Figure 1. Signal wires on met1.
Scale bar: 20 µm.
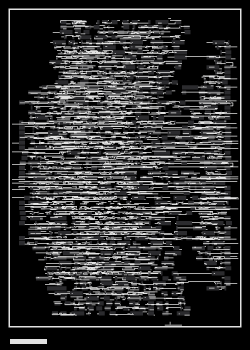
Figure 2. Metal 2.
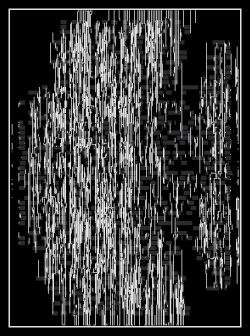
Figure 3. The metal 3 layer.
Scale bar: 20 µm.
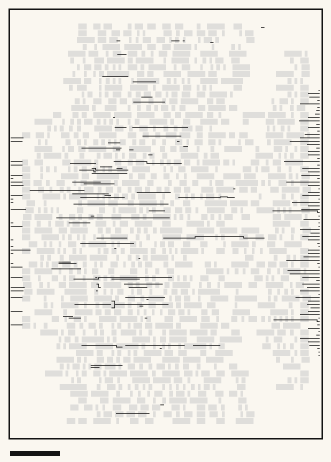
Figure 4. Cell outlines without signal wires.
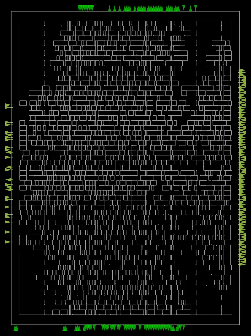
==> src/rtl/fetch_unit_pkg.sv <==
// Shared definitions for the instruction fetch stage: state encoding,
// default parameters and small helpers.
package fetch_unit_pkg;

   typedef enum logic [1:0] {
      RUN        = 2'b00,
      MISS_WAIT  = 2'b01,
      REDIR_PEND = 2'b10
   } fetch_state_t;

   localparam int          XLEN_DEFAULT     = 32;
   localparam logic [31:0] RESET_PC_DEFAULT = 32'h0000_0000;
   localparam logic [31:0] NOP              = 32'h0000_0013;

   // Saturating increment used by the optional event counters.
   function automatic logic [31:0] sat_inc(input logic [31:0] v);
      return (v == 32'hFFFF_FFFF) ? v : v + 32'd1;
   endfunction

endpackage

==> src/rtl/fetch_unit_if_id_reg.sv <==
// IF/ID pipeline register: load captures a fetched instruction, flush
// inserts a bubble, otherwise the contents hold.
module if_id_reg #(
   parameter int XLEN = 32
) (
   input  logic            clock,
   input  logic            reset,
   input  logic            load,
   input  logic            flush,
   input  logic [XLEN-1:0] pc,
   input  logic [31:0]     instr,
   output logic            if_id_valid,
   output logic [XLEN-1:0] if_id_pc,
   output logic [31:0]     if_id_instr,
   output logic [XLEN-1:0] if_id_pc_plus4
);

   logic            valid_reg;
   logic [XLEN-1:0] pc_reg;
   logic [31:0]     instr_reg;
   logic [XLEN-1:0] pc_plus4_reg;

   always_ff @(posedge clock) begin
      if (reset) begin
         valid_reg    <= 1'b0;
         pc_reg       <= '0;
         instr_reg    <= '0;
         pc_plus4_reg <= '0;
      end else if (load) begin
         valid_reg    <= 1'b1;
         pc_reg       <= pc;
         instr_reg    <= instr;
         pc_plus4_reg <= pc + XLEN'(4);
      end else if (flush) begin
         // Bubble: only the valid bit drops, payload is left as-is.
         valid_reg    <= 1'b0;
      end
   end

   assign if_id_valid    = valid_reg;
   assign if_id_pc       = pc_reg;
   assign if_id_instr    = instr_reg;
   assign if_id_pc_plus4 = pc_plus4_reg;

endmodule

==> src/rtl/fetch_unit.sv <==
// Instruction fetch stage: PC, miss/redirect FSM and IF/ID load control.
// Optional event counters are enabled with FETCH_PERF_COUNTERS_EN.
module fetch_unit
   import fetch_unit_pkg::*;
#(
   parameter int              XLEN     = XLEN_DEFAULT,
   parameter logic [XLEN-1:0] RESET_PC = RESET_PC_DEFAULT[XLEN-1:0]
) (
   input  logic            clock,
   input  logic            reset,
   output logic [XLEN-1:0] icache_address,
   input  logic [31:0]     icache_instruction,
   input  logic            icache_busywait,
   input  logic            stall,
   input  logic            redirect,
   input  logic [XLEN-1:0] redirect_target,
`ifdef FETCH_PERF_COUNTERS_EN
   output logic [31:0]     perf_fetched,
   output logic [31:0]     perf_miss_cycles,
   output logic [31:0]     perf_redirects,
`endif
   output logic            if_id_valid,
   output logic [XLEN-1:0] if_id_pc,
   output logic [31:0]     if_id_instr,
   output logic [XLEN-1:0] if_id_pc_plus4
);

   fetch_state_t    state_reg, state_next;
   logic [XLEN-1:0] pc_reg, pc_next;
   logic [XLEN-1:0] pend_reg, pend_next;
   logic [XLEN-1:0] aligned_target;
   logic            load, flush;

   assign aligned_target = redirect_target & ~XLEN'(3);
   assign icache_address = pc_reg;

   always_ff @(posedge clock) begin
      if (reset) begin
         state_reg <= RUN;
         pc_reg    <= RESET_PC;
         pend_reg  <= '0;
      end else begin
         state_reg <= state_next;
         pc_reg    <= pc_next;
         pend_reg  <= pend_next;
      end
   end

   always_comb begin
      state_next = state_reg;
      pc_next    = pc_reg;
      pend_next  = pend_reg;
      load       = 1'b0;
      flush      = 1'b0;
      case (state_reg)
         REDIR_PEND: begin
            flush = 1'b1;
            if (redirect) begin
               if (icache_busywait) begin
                  pend_next = aligned_target;
               end else begin
                  pc_next    = aligned_target;
                  state_next = RUN;
               end
            end else if (!icache_busywait) begin
               // Fill done: the returned word is wrong-path, drop it.
               pc_next    = pend_reg;
               state_next = RUN;
            end
         end
         default: begin
            // RUN and MISS_WAIT share one rule set; only the state differs.
            if (redirect) begin
               flush = 1'b1;
               if (icache_busywait) begin
                  pend_next  = aligned_target;
                  state_next = REDIR_PEND;
               end else begin
                  pc_next    = aligned_target;
                  state_next = RUN;
               end
            end else if (icache_busywait) begin
               state_next = MISS_WAIT;
               flush      = !stall;
            end else begin
               state_next = RUN;
               if (!stall) begin
                  load    = 1'b1;
                  pc_next = pc_reg + XLEN'(4);
               end
            end
         end
      endcase
   end

   if_id_reg #(.XLEN(XLEN)) u_if_id (
      .clock          (clock),
      .reset          (reset),
      .load           (load),
      .flush          (flush),
      .pc             (pc_reg),
      .instr          (icache_instruction),
      .if_id_valid    (if_id_valid),
      .if_id_pc       (if_id_pc),
      .if_id_instr    (if_id_instr),
      .if_id_pc_plus4 (if_id_pc_plus4)
   );

`ifdef FETCH_PERF_COUNTERS_EN
   logic [2:0]  perf_inc;
   logic [31:0] perf_cnt_reg [3];

   assign perf_inc = {redirect, icache_busywait, load};

   generate
      for (genvar gi = 0; gi < 3; gi++) begin : g_perf
         always_ff @(posedge clock) begin
            if (reset)
               perf_cnt_reg[gi] <= '0;
            else if (perf_inc[gi])
               perf_cnt_reg[gi] <= sat_inc(perf_cnt_reg[gi]);
         end
      end
   endgenerate

   assign perf_fetched     = perf_cnt_reg[0];
   assign perf_miss_cycles = perf_cnt_reg[1];
   assign perf_redirects   = perf_cnt_reg[2];
`endif

endmodule

==> config.mk <==
export PLATFORM = sky130hd
export DESIGN_NAME = fetch_unit
export DESIGN_NICKNAME = d
export VERILOG_FILES = /design/src/rtl/fetch_unit_pkg.sv /design/src/rtl/fetch_unit_if_id_reg.sv /design/src/rtl/fetch_unit.sv
export SDC_FILE = /design/constraint.sdc
export NUM_CORES = 1
export LEC_CHECK = 0
export CAP_MARGIN = 0
export CELL_PAD_IN_SITES_DETAIL_PLACEMENT = 1
export CELL_PAD_IN_SITES_GLOBAL_PLACEMENT = 1
export CORE_ASPECT_RATIO = 1.4
export CORE_MARGIN = 4
export CORE_UTILIZATION = 37
export DETAILED_ROUTE_END_ITERATION = 12
export PLACE_DENSITY = 0.88
export SYNTH_ARGS = -nofsm -noshare
export SYNTH_HDL_FRONTEND = slang
export SYNTH_SLANG_ARGS = --single-unit
==> constraint.sdc <==
create_clock -name clock -period 3.6 [get_ports clock]
set_input_delay 0.36 -clock clock [delete_from_list [all_inputs] [get_ports clock]]
set_output_delay 0.36 -clock clock [all_outputs]
set_load 0.02 [all_outputs]
==> results.txt <==
From the run reports.

- The kind of cell with the highest combined delay on the critical path is simple AND/OR/NAND/NOR gates.
- The worst setup path is of the reg -> reg kind.
- The most critical hold endpoint after final layout shows a slack of 0.431 ns.
- The number of setup buffers added after CTS is 0.
- The critical path contains buffers and inverters numbering 0 combined.
- The most popular library cell in the synthesized design by count is sky130_fd_sc_hd__nand2_1.
- The deepest clock path buffer count is 2.
- The biggest combinational cell group after synthesis is simple AND/OR/NAND/NOR gates.
- The number of distinct library cells after synthesis is 55.
- The count of cell instances traversed by the critical path reads 6.
- After global routing the overflow that remains totals 0.
- The most critical min-delay path falls under in -> reg.
- The switching power summed over all nets reads 1.25 mW.
- The cell sequence reported for the critical path is ha_1 > nand3_4 > nor4_4 > nand4_2 > or4_1 > o211ai_2.
- The synthesized netlist devotes 23.4% of its cell area to simple gates.
- The worst reg2reg path depth reads 6.
- The internal portion of the total power is 3.20 mW.
- The worst-case vdd ir drop reads 0.306 mV.
- The total track usage is 22.5%.
- The element type at the critical path end is a register.
- The final tally of hold violations is 0.
- Among all stages on the critical path, the maximum delay recorded is 0.73 ns.
- The number of nets in the synthesized netlist is 962.
- The routability-driven placement congestion ratio is 0.829.
- The accumulated negative setup slack reads 0 ns.
- The total tool warning count is 30.
- The number of setup violations in the final report reads 0.
- The synthesis report lists the Yosys warning total as 0.
- The compound-gate portion of the synthesized area is 18.9%.
- The multiplexer area fraction after synthesis reads 3.56%.
- Per the OpenROAD floorplan log, the height of the die is 171 µm.
- In the Yosys report, the sequential cells make up 45.2% of the chip area.
- The post-cts sizing count is 0.
- A synthesized cell averages 7.89 µm².
- The number of cells on the worst hold path is listed as 2.
- The count of inserted antenna diode cells reads 0.
- The signed area change from the synthesized netlist to the final layout is 38.1%.
- Clock latency on the worst-skew pair, taken at its later pin, is 0.43 ns.
- The portion of synthesized cell area occupied by the leading cell type is 45.2%.
- The post-synthesis cell count from yosys reads 892.
- The minimum clock period is 2.70 ns.
- The sum of internal, switching and leakage power is 4.44 mW.
- The global-route wire length before repair is 38900 µm.
- The worst clock skew on the final layout reads 0.0165 ns.
- The DRC marker count from the first detailed-route iteration reads 403.
- The HPWL after detailed placement is 17100 µm.
- The share of the synthesized netlist area taken by xor and xnor gates reads 3.36%.
- The share of total power dissipated in sequential elements is 44.2%.
- The data arrival time of the worst path is 3.05 ns.
- The via count of the first global-routing pass was 7019.
- The first TritonRoute pass finished after 5 iterations.
- The initial antenna violation count was 0.
- Entering global routing, the biggest net connects 125 pins.
- In this run the count of I/O pins placed on the die edge is 198.
- The number of flops mapped to enable cells by yosys reads 0.
- The final critical path takes up 74.9% of the cycle.
- Per the breakdown, switching nets consume 28.1% of all power.
- The most numerous logic cell after layout reads sky130_fd_sc_hd__nand2_1.
- The run finished with clean final reports.
- Setup repair after global routing left no endpoint under its margin.
- The clock-pin transition on the worst setup and hold timing paths reads 0.07 ns.
- By instance count after routing, the leading logic cell types are sky130_fd_sc_hd__nand2_1 (214), sky130_fd_sc_hd__clkdlybuf4s50_1 (194), sky130_fd_sc_hd__dfxtp_1 (159).
- The tally of nets with antenna violations remaining after routing is 0.
- The net total in the final layout is 1115.
- The cell taking the most area after synthesis is sky130_fd_sc_hd__dfxtp_1.
- For this run, the chip area from Yosys synthesis comes to 7040 µm².
- Across the run, the number of max-cap violations was 0.
- The final number of max-transition violations reads 0.
- The overall die width reads 125 µm.
- The detail-routed via count per cell reads 5.47.
- The critical path maximum fanout is 10.
- The synthesized flop and latch total is 159.
- The initial cell density of the core is 37.7%.
- The share of flip-flops with an asynchronous set or reset is 0%.
- The area of the die is 21300 µm².
- The number of hold-repair buffers added at the cts stage reads 0.
- The number of clock sinks is 159.
- The clock tree from TritonCTS reads yes.
- In this build the clock could be raised as far as 371 MHz.
- Total power normalized to cell area comes to 457 nW/µm².
- For this run, the leading register cell type out of synthesis is sky130_fd_sc_hd__dfxtp_1.
- The core box area is 18700 µm².
- The share of power burned in the clock network reads 38.9%.
- The total number of H-tree levels reads 4.
- The required time of the worst setup path is 3.96 ns.
- The remaining routing DRC violations is 0.
- The root buffer cell chosen for the clock tree is sky130_fd_sc_hd__clkbuf_16.
- Clock tree synthesis inserted a total of 17 buffers.
- Counting instances in the post-synthesis netlist gives the leading cell types as sky130_fd_sc_hd__nand2_1 (214), sky130_fd_sc_hd__dfxtp_1 (159), sky130_fd_sc_hd__a21oi_1 (114), sky130_fd_sc_hd__nor2_1 (67), sky130_fd_sc_hd__clkbuf_1 (55).
- The number of core rows is 59.
- The portion of total power attributed to combinational logic reads 16.9%.
- Per the OpenROAD power report, leakage power amounts to 3.40 nW.
- The cell count after synthesis came out at 892.
- The main area contributors are sky130_fd_sc_hd__dfxtp_1 (45%), sky130_fd_sc_hd__nand2_1 (11%), sky130_fd_sc_hd__a21oi_1 (8.1%).
- The share of post-route cells with drive strength above 1 is 7.00%.
- On the critical path, the stage with the largest delay is an instance of sky130_fd_sc_hd__nor4_4.
- The average wire per cell in the routed design is 18.8 µm.
- The cell-mix breakdown from Yosys lists the adder-cell area share as 0.178%.
- The category of the worst setup path launch point is a register.
- The mapped netlist covers 7040 µm².
- The number of I/O port buffers reads 195.
- The worst slew margin relative to its limit reads 50.1%.
- The measured slew at the worst slew-check pin is 0.743 ns.
-- Figure 1 (at the start) --
The wires run mostly horizontal. The layer carries 10400 µm of wire. 1009 nets have wire on it.
Routed Wire Length: 24400 µm
vias after detailed routing: 7118
met1 Track Usage GR: 27.7%

-- Figure 2 (at the start) --
982 nets have wire on it. The wires run mostly vertical.

-- Figure 3 (at the start) --
151 nets have wire on it. The layer carries 1190 µm of wire. The layer holds 4.9% of the routed length.

-- Figure 4 (at the start) --
final core occ: 52.0%
flop share of the area: 32.8%

area by class of cell:
cell class	instances	area, µm²
Inverter	8	30.0
Sequential cell	159	3180
Tap cell	244	305
Timing Repair Buffer	215	2140
Clock inverter	10	88.8
Fill cell	2233	8960
Clock buffer	21	470
Multi-Input combinational cell	644	3500
stage by stage:
stage / area (µm²) / setup WS [ns] / cells
2_1_floorplan: 7040 / 1.38 / 892
3_3_place_gp: 9160 / 0.930 / 1270
3_5_place_dp: 9160 / 0.879 / 1270
4_1_cts: 9720 / 0.926 / 1301
5_1_grt: 9720 / 0.752 / 1301
6_report: 9720 / 0.903 / 1301
power groups by stage:
stage	clock network, mW	logic, mW	registers, mW
2_1_floorplan	0	0.322	2.06
3_3_place_gp	0	0.733	1.99
3_5_place_dp	0	0.752	2.00
4_1_cts	1.76	0.759	1.96
5_1_grt	1.84	0.811	1.98
6_report	1.73	0.751	1.97
path summary, 6_finish.rpt:
check                                    start                           endpoint  slack, ns
min                                      reset          pend_reg[22]$_SDFFE_PP0P_       0.43
max             icache_address[2]$_SDFFE_PP0P_    icache_address[30]$_SDFFE_PP0P_       0.90
min reg2reg  u_if_id.if_id_pc[11]$_SDFFE_PP0P_  u_if_id.if_id_pc[11]$_SDFFE_PP0P_       0.45
max reg2reg     icache_address[2]$_SDFFE_PP0P_    icache_address[30]$_SDFFE_PP0P_       0.90
per-layer routing:
layer	routed length (µm)	GRT usage, %
met5	0	0
met2	12300	39.3
met4	522	8.77
met3	1190	4.06
met1	10400	27.7
No activity file was given, so power comes from the tool's default toggle rates.
